File: src/rtl/mult_ctrl_if.sv
// Start/done handshake plus datapath select/status lines between mult_ctrl and
// the shift-add multiplier datapath / requesting logic.
interface mult_ctrl_if;
  logic start;
  logic b_lsb;
  logic b_zero;
  logic a_sel;
  logic b_sel;
  logic prod_sel;
  logic add_sel;
  logic busy;
  logic done;

  // Controller side.
  modport slave (
    input  start, b_lsb, b_zero,
    output a_sel, b_sel, prod_sel, add_sel, busy, done
  );

  // Requester plus datapath side.
  modport master (
    output start, b_lsb, b_zero,
    input  a_sel, b_sel, prod_sel, add_sel, busy, done
  );
endinterface

File: src/rtl/mult_ctrl.sv
// Sequencing FSM for the shift-add multiplier: IDLE -> RUN (SIZE iterations) -> DONE.
// Optional MUL_EARLY_EXIT_EN ends RUN as soon as the shifted multiplier is zero.
module mult_ctrl #(
  parameter int SIZE  = 32,
  parameter int CNT_W = $clog2(SIZE)
) (
  input  logic        clk,
  input  logic        reset,
  mult_ctrl_if.slave  bus
);

  typedef enum logic [1:0] {
    IDLE = 2'd0,
    RUN  = 2'd1,
    DONE = 2'd2
  } state_t;

  localparam logic [CNT_W-1:0] LAST_CNT = CNT_W'(SIZE - 1);

  state_t           stateReg, stateNext;
  logic [CNT_W-1:0] cntReg, cntNext;

  logic aSel, bSel, prodSel, addSel, busyOut, doneOut;

  always_ff @(posedge clk) begin
    if (reset) begin
      stateReg <= IDLE;
      cntReg   <= '0;
    end else begin
      stateReg <= stateNext;
      cntReg   <= cntNext;
    end
  end

  always_comb begin
    stateNext = stateReg;
    cntNext   = cntReg;
    aSel      = 1'b0;
    bSel      = 1'b0;
    prodSel   = 1'b1;
    addSel    = 1'b0;
    busyOut   = 1'b0;
    doneOut   = 1'b0;

    unique case (stateReg)
      IDLE: begin
        // Reset gating keeps the select lines at their idle values while reset is held.
        if (bus.start && !reset) begin
          prodSel   = 1'b0;
          cntNext   = '0;
          stateNext = RUN;
        end
      end

      RUN: begin
        aSel    = 1'b1;
        bSel    = 1'b1;
        busyOut = 1'b1;
        addSel  = bus.b_lsb;
        // Counter saturates at the last iteration rather than wrapping.
        if (cntReg != LAST_CNT) begin
          cntNext = cntReg + 1'b1;
        end
`ifdef MUL_EARLY_EXIT_EN
        if (bus.b_zero) begin
          addSel    = 1'b0;
          stateNext = DONE;
        end else if (cntReg == LAST_CNT) begin
          stateNext = DONE;
        end
`else
        if (cntReg == LAST_CNT) begin
          stateNext = DONE;
        end
`endif
      end

      DONE: begin
        aSel      = 1'b1;
        bSel      = 1'b1;
        busyOut   = 1'b1;
        doneOut   = 1'b1;
        stateNext = IDLE;
      end

      default: begin
        stateNext = IDLE;
      end
    endcase
  end

`ifndef MUL_EARLY_EXIT_EN
  logic unusedBZero;
  assign unusedBZero = bus.b_zero;
`endif

  assign bus.a_sel    = aSel;
  assign bus.b_sel    = bSel;
  assign bus.prod_sel = prodSel;
  assign bus.add_sel  = addSel;
  assign bus.busy     = busyOut;
  assign bus.done     = doneOut;

endmodule
File: src/flat_wrapper.sv
// flat-port wrapper written by rule: the top's interface ports become plain ports
module mult_ctrl_flat 
#(
  parameter int SIZE  = 32,
  parameter int CNT_W = $clog2(SIZE)
)
  (clk, reset, bus_start, bus_b_lsb, bus_b_zero, bus_a_sel, bus_b_sel, bus_prod_sel, bus_add_sel, bus_busy, bus_done);
  mult_ctrl_if bus_i ();
  input  logic clk;
  input  logic reset;
  input wire logic [$bits(bus_i.start)-1:0] bus_start;
  input wire logic [$bits(bus_i.b_lsb)-1:0] bus_b_lsb;
  input wire logic [$bits(bus_i.b_zero)-1:0] bus_b_zero;
  output wire logic [$bits(bus_i.a_sel)-1:0] bus_a_sel;
  output wire logic [$bits(bus_i.b_sel)-1:0] bus_b_sel;
  output wire logic [$bits(bus_i.prod_sel)-1:0] bus_prod_sel;
  output wire logic [$bits(bus_i.add_sel)-1:0] bus_add_sel;
  output wire logic [$bits(bus_i.busy)-1:0] bus_busy;
  output wire logic [$bits(bus_i.done)-1:0] bus_done;
  assign bus_i.start = bus_start;
  assign bus_i.b_lsb = bus_b_lsb;
  assign bus_i.b_zero = bus_b_zero;
  assign bus_a_sel = bus_i.a_sel;
  assign bus_b_sel = bus_i.b_sel;
  assign bus_prod_sel = bus_i.prod_sel;
  assign bus_add_sel = bus_i.add_sel;
  assign bus_busy = bus_i.busy;
  assign bus_done = bus_i.done;
  mult_ctrl #(.SIZE(SIZE), .CNT_W(CNT_W)) u_core (.clk(clk), .reset(reset), .bus(bus_i));
endmodule
File: config.mk
export PLATFORM = sky130hd
export DESIGN_NAME = mult_ctrl_flat
export DESIGN_NICKNAME = d
export VERILOG_FILES = /design/src/rtl/mult_ctrl_if.sv /design/src/rtl/mult_ctrl.sv /design/src/flat_wrapper.sv
export SDC_FILE = /design/constraint.sdc
export NUM_CORES = 1
export LEC_CHECK = 0
export CAP_MARGIN = 10
export CORE_AREA = 2 2 39 41
export CTS_BUF_LIST = sky130_fd_sc_hd__clkbuf_8
export CTS_CLUSTER_DIAMETER = 150
export DETAILED_ROUTE_END_ITERATION = 8
export DIE_AREA = 0 0 41 43
export SETUP_SLACK_MARGIN = 0.2
export SLEW_MARGIN = 20
export SYNTH_ARGS = -nofsm -noshare
export SYNTH_HDL_FRONTEND = slang
export SYNTH_SLANG_ARGS = --single-unit
File: constraint.sdc
create_clock -name clk -period 1.6 [get_ports clk]
set_input_delay 0.32 -clock clk [delete_from_list [all_inputs] [get_ports clk]]
set_output_delay 0.32 -clock clk [all_outputs]
set_load 0.1 [all_outputs]
Figure 1. I/O nets highlighted (run 1).
Bar = 10 um.
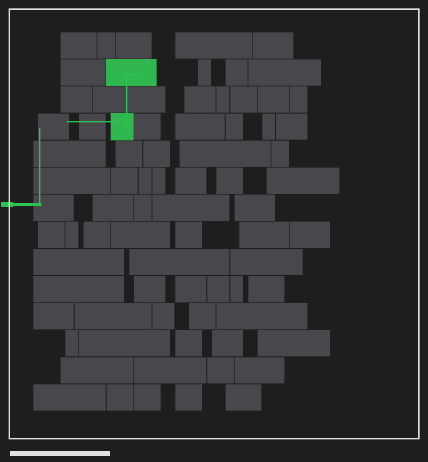
port	color	bits	direction	edge	end cells	wire
bus_start	green	1	input	left	2	23.0 um

Figure 2. Gate-type map (run 1).
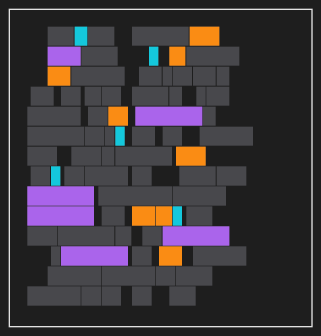
family	color	cells
AND and OR gates	orange	8
NOR gates	cyan	5
adder and majority cells	purple	6

==> results.txt, run 1 <==
Reg area = 145 um^2
Final-report hold violation count = 0
Hpwl dp = 698 um
CTS max path bufs = 2
Failing checks = setup timing
Logic area = 385 um^2
Fmax = 597 MHz
Starting DRT DRC Count = 6
Total Wirelength = 1.33 mm
Outcome = finished with violations
Critical Path Slowest Stage Cell = dfxtp_2
PortBufs = 9
Adder share = 17.2%
Final TNS setup = -0.201 ns
Fin cells = 93
Root buf cell = clkbuf_8
Htree depth = 1
Vias in the first global route = 478
Die Wd = 41 um
Distinct cells, synth = 21
Yosys chip area = 435 um^2
CTS Hold Bufs = 0
Init Core Util = 31.5%
Final setup viols = 5
Worst Slack Setup Final = -0.0755 ns
Diode count = 0
Top logic family = simple AND/OR/NAND/NOR gates
Top cell excl fill/tap = buf_4
Core area = 1380 um^2
Synth Seq Share = 32.2%
CTS buffer count = 3
Figure 3. Routing congestion map (run 1).
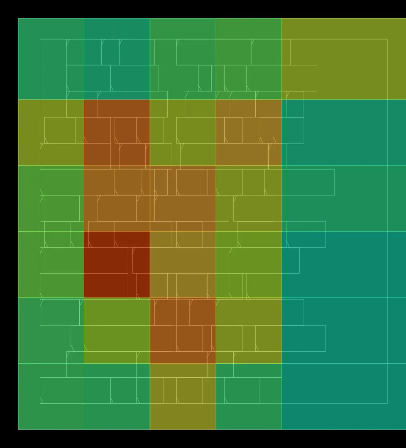
Routed wire per std cell: 14.2 um
routing usage on met3: 7.33%
met2 global-route usage: 31.6%
final core occ: 65.6%

==> run 1: area by class of cell <==
type / instances / area share (%)
multi-input combinational: 36 / 42.4
timing repair buffer: 27 / 32.9
sequential: 7 / 16.0
clock buffer: 3 / 4.55
tap: 16 / 2.20
inverter: 3 / 1.52
clock inverter: 1 / 0.413
==> run 1: critical path, delay by kind of cell, from the launching register on <==
| family | cells | cell delay (ns) |
|---|---|---|
| AND-OR/OR-AND | 1 | 0.12 |
| adder cells (fa/ha/maj) | 2 | 0.25 |
| buffers and inverters | 1 | 0.13 |
| flip-flops | 1 | 0.35 |
| multiplexers | 1 | 0.23 |
| AND/OR/NAND/NOR | 3 | 0.50 |
==> run 1: cell families after synthesis <==
group,after synthesis
and+or+nand+nor,17
AOI/OAI and AO/OA,10
adders and majority gates,6
xor gates and xnor gates,1
DFF,7
muxes,2
buffers and inverters,5
==> run 1: Yosys cell counts (all sizes together), types with 2 or more instances <==
master	number	area, um^2
inv	3	11.3
a21oi	5	25.0
and2	2	12.5
or3	2	12.5
mux2i	2	20.0
dfxtp	7	140
buf	2	15.0
o21ai	2	10.0
and2b	2	15.0
nand2	2	7.51
ha	6	75.1
nor2	4	15.0
==> run 1: routing by layer <==
metal | vias to the layer above | track usage, % | wire (um)
li1 | 221 | - | -
met1 | 221 | 17.8 | 466
met2 | 11 | 31.6 | 773
met5 | - | 0 | 0
met4 | 0 | 8.67 | 47
met3 | 4 | 7.33 | 37
==> run 1: sequential cells by signal, summed over array words and instances, names as in the netlist <==
register and flops:
u_core.stateReg 2, u_core.cntReg 5
==> run 1: metrics by stage <==
| step | hold slack (ns) | setup slack [ns] |
|---|---|---|
| finish | 0.527 | -0.0755 |
| floorplan | 0.385 | 0.0214 |
| detailed placement | 0.492 | -0.0676 |
| global route | 0.570 | -0.141 |
| CTS | 0.498 | -0.0649 |
| global placement | 0.470 | -0.0452 |
==> run 1: what timing repair did <==
item                                    in CTS  in global routing
resized                                      9                  8
pin swaps                                    5                  8
buffers inserted                             8                  5
endpoints found under the setup margin      11                 12
==> run 1: power by group <==
group / total, mW / switching, mW / internal (mW)
Clock: 0.251 / 0.0840 / 0.167
Sequential: 0.198 / 0.0102 / 0.188
Combinational: 0.516 / 0.288 / 0.229
Total: 0.965 / 0.382 / 0.583
==> run 1: final timing paths <==
path	start	endpoint	slack, ns	cells after the start
worst max-delay path	u_core.cntReg[0]	u_core.stateReg[0]	-0.08	8
worst min-delay path	u_core.cntReg[3]	u_core.cntReg[3]	0.53	2
worst max register to register	u_core.cntReg[0]	u_core.stateReg[0]	-0.08	8
worst min register to register	u_core.cntReg[3]	u_core.cntReg[3]	0.53	2
==> run 2: changes to the inputs <==
CTS_CLUSTER_SIZE = 25   (was unset)
Figure 4. I/O nets highlighted (run 2).
Bar = 10 um.
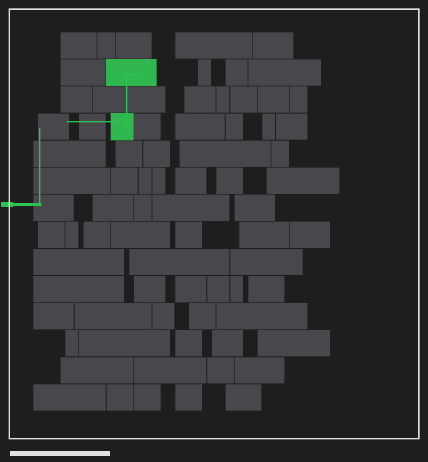
PortBufs: 9
I/O pin total: 11

Figure 5. Sequential cells grouped by signal name (run 2).
Bar = 10 um. Other cells in gray.
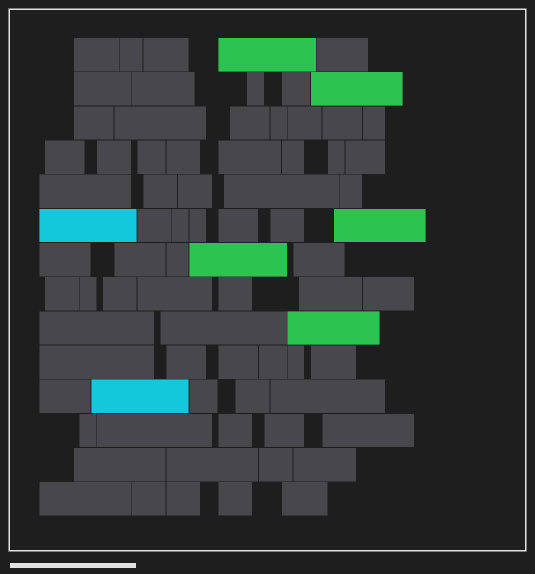
netlist name	color	sequential cells
u_core.cntReg	green	5
u_core.stateReg	cyan	2

==> run 2 against run 1 <==
- the flow still finishes with violations (setup timing)
- via count unchanged
- utilization unchanged
- worst setup slack unchanged
- worst hold slack unchanged
- critical path type unchanged
- highest routed layer unchanged
==> results.txt, run 2 <==
WHS = 0.527 ns (unchanged)
Largest registers = u_core.cntReg (5), u_core.stateReg (2)
Met1 Track Usage GR = 17.8% (unchanged)
Final setup viols = 5 (unchanged)
Largest register FFs = 5 (unchanged)
CTS Hold Bufs = 0 (unchanged)
Critical Path Slowest Stage Cell = dfxtp_2
Largest Register = u_core.cntReg
Diode count = 0 (unchanged)
Vias in the first global route = 478 (unchanged)
Area leader share = 32.2% (unchanged)
Top cell excl fill/tap = buf_4
Failing checks = setup timing
Most frequent cell after synthesis = dfxtp_1
CTS max path bufs = 2 (unchanged)
Area leader, netlist = dfxtp_1
Die Wd = 41 um (unchanged)
Worst Slack Setup Final = -0.0755 ns (unchanged)
Outcome = finished with violations
Hpwl dp = 698 um (unchanged)
Routing usage on met3 = 7.33% (unchanged)
Synth Seq Share = 32.2% (unchanged)
Core area = 1380 um^2 (unchanged)
Fmax = 597 MHz (unchanged)
Distinct cells, synth = 21 (unchanged)
Most frequent cells after synthesis = dfxtp_1 (7), ha_1 (6), a21oi_1 (5)
Met2 global-route usage = 31.6% (unchanged)
Cell area leaders = dfxtp_1 (32%), ha_1 (17%), a21oi_1 (5.7%)
Routed wire per std cell = 14.2 um (unchanged)
==> run 2: cell counts after synthesis <==
Identical to the previous run, type by type.
==> run 2: final cells by class <==
type	count	share of cell area, %
clock inverters	1	0.413
repair buffers	27	32.9
flip-flops and latches	7	16.0
inverters	3	1.52
clock buffers	3	4.55
multi-input cells	36	42.4
well taps	16	2.20
==> run 2: through the flow <==
step | util [%] | setup TNS, ns | instances | power, mW
6_report | 65.6 | -0.201 | 93 | 0.965
5_1_grt | 65.6 | -0.591 | 93 | 1.01
4_1_cts | 60.4 | -0.141 | 88 | 0.909
3_5_place_dp | 50.3 | -0.168 | 76 | 0.618
3_3_place_gp | 50.3 | -0.111 | 76 | 0.617
2_1_floorplan | - | 0 | 48 | 0.511
==> run 2: report_power, final <==
group / switching [mW] / internal (mW) / total [mW]
Combinational: 0.288 / 0.229 / 0.516
Clock: 0.0840 / 0.167 / 0.251
Sequential: 0.0102 / 0.188 / 0.198
Total: 0.382 / 0.583 / 0.965
==> run 2: worst paths after layout <==
kind | cells past startpoint | start | end
setup reg to reg | 8 | u_core.cntReg[0] | u_core.stateReg[0]
hold / removal | 2 | u_core.cntReg[3] | u_core.cntReg[3]
setup / recovery | 8 | u_core.cntReg[0] | u_core.stateReg[0]
hold reg to reg | 2 | u_core.cntReg[3] | u_core.cntReg[3]
==> run 2: worst max-delay path: cells and delay by family, from the launching register on <==
family | cells | cell delay (ns)
mux | 1 | 0.23
simple gates | 3 | 0.50
compound gates | 1 | 0.12
buf+inv | 1 | 0.13
flops | 1 | 0.35
fa+ha+maj | 2 | 0.25
==> run 2: logic make-up (layout without fill, tap and decap cells) <==
| group | count (synthesis) | count (layout) | share of synthesized area (%) |
|---|---|---|---|
| simple gates | 17 | 17 | 22.7 |
| fa+ha+maj | 6 | 6 | 17.2 |
| flops | 7 | 7 | 32.2 |
| mux | 2 | 2 | 4.60 |
| buf+inv | 5 | 34 | 6.03 |
| compound gates | 10 | 10 | 15.2 |
| xor+xnor | 1 | 1 | 2.01 |
==> run 2: timing repair <==
| action | CTS | global route |
|---|---|---|
| buffers inserted | 8 | 5 |
| pin swaps | 5 | 8 |
| endpoints found under the setup margin | 11 | 12 |
| endpoints found under the hold margin | 0 | 0 |
| resized | 9 | 8 |
==> run 2: routing by layer <==
layer / share of wire [%] / wire length (um) / up-vias
met5: 0 / 0 / -
met4: 3.5 / 47 / 0
met3: 2.8 / 37 / 4
met2: 58 / 773 / 11
met1: 35 / 466 / 221
li1: - / - / 221
Power and IR drop assume default switching activity.
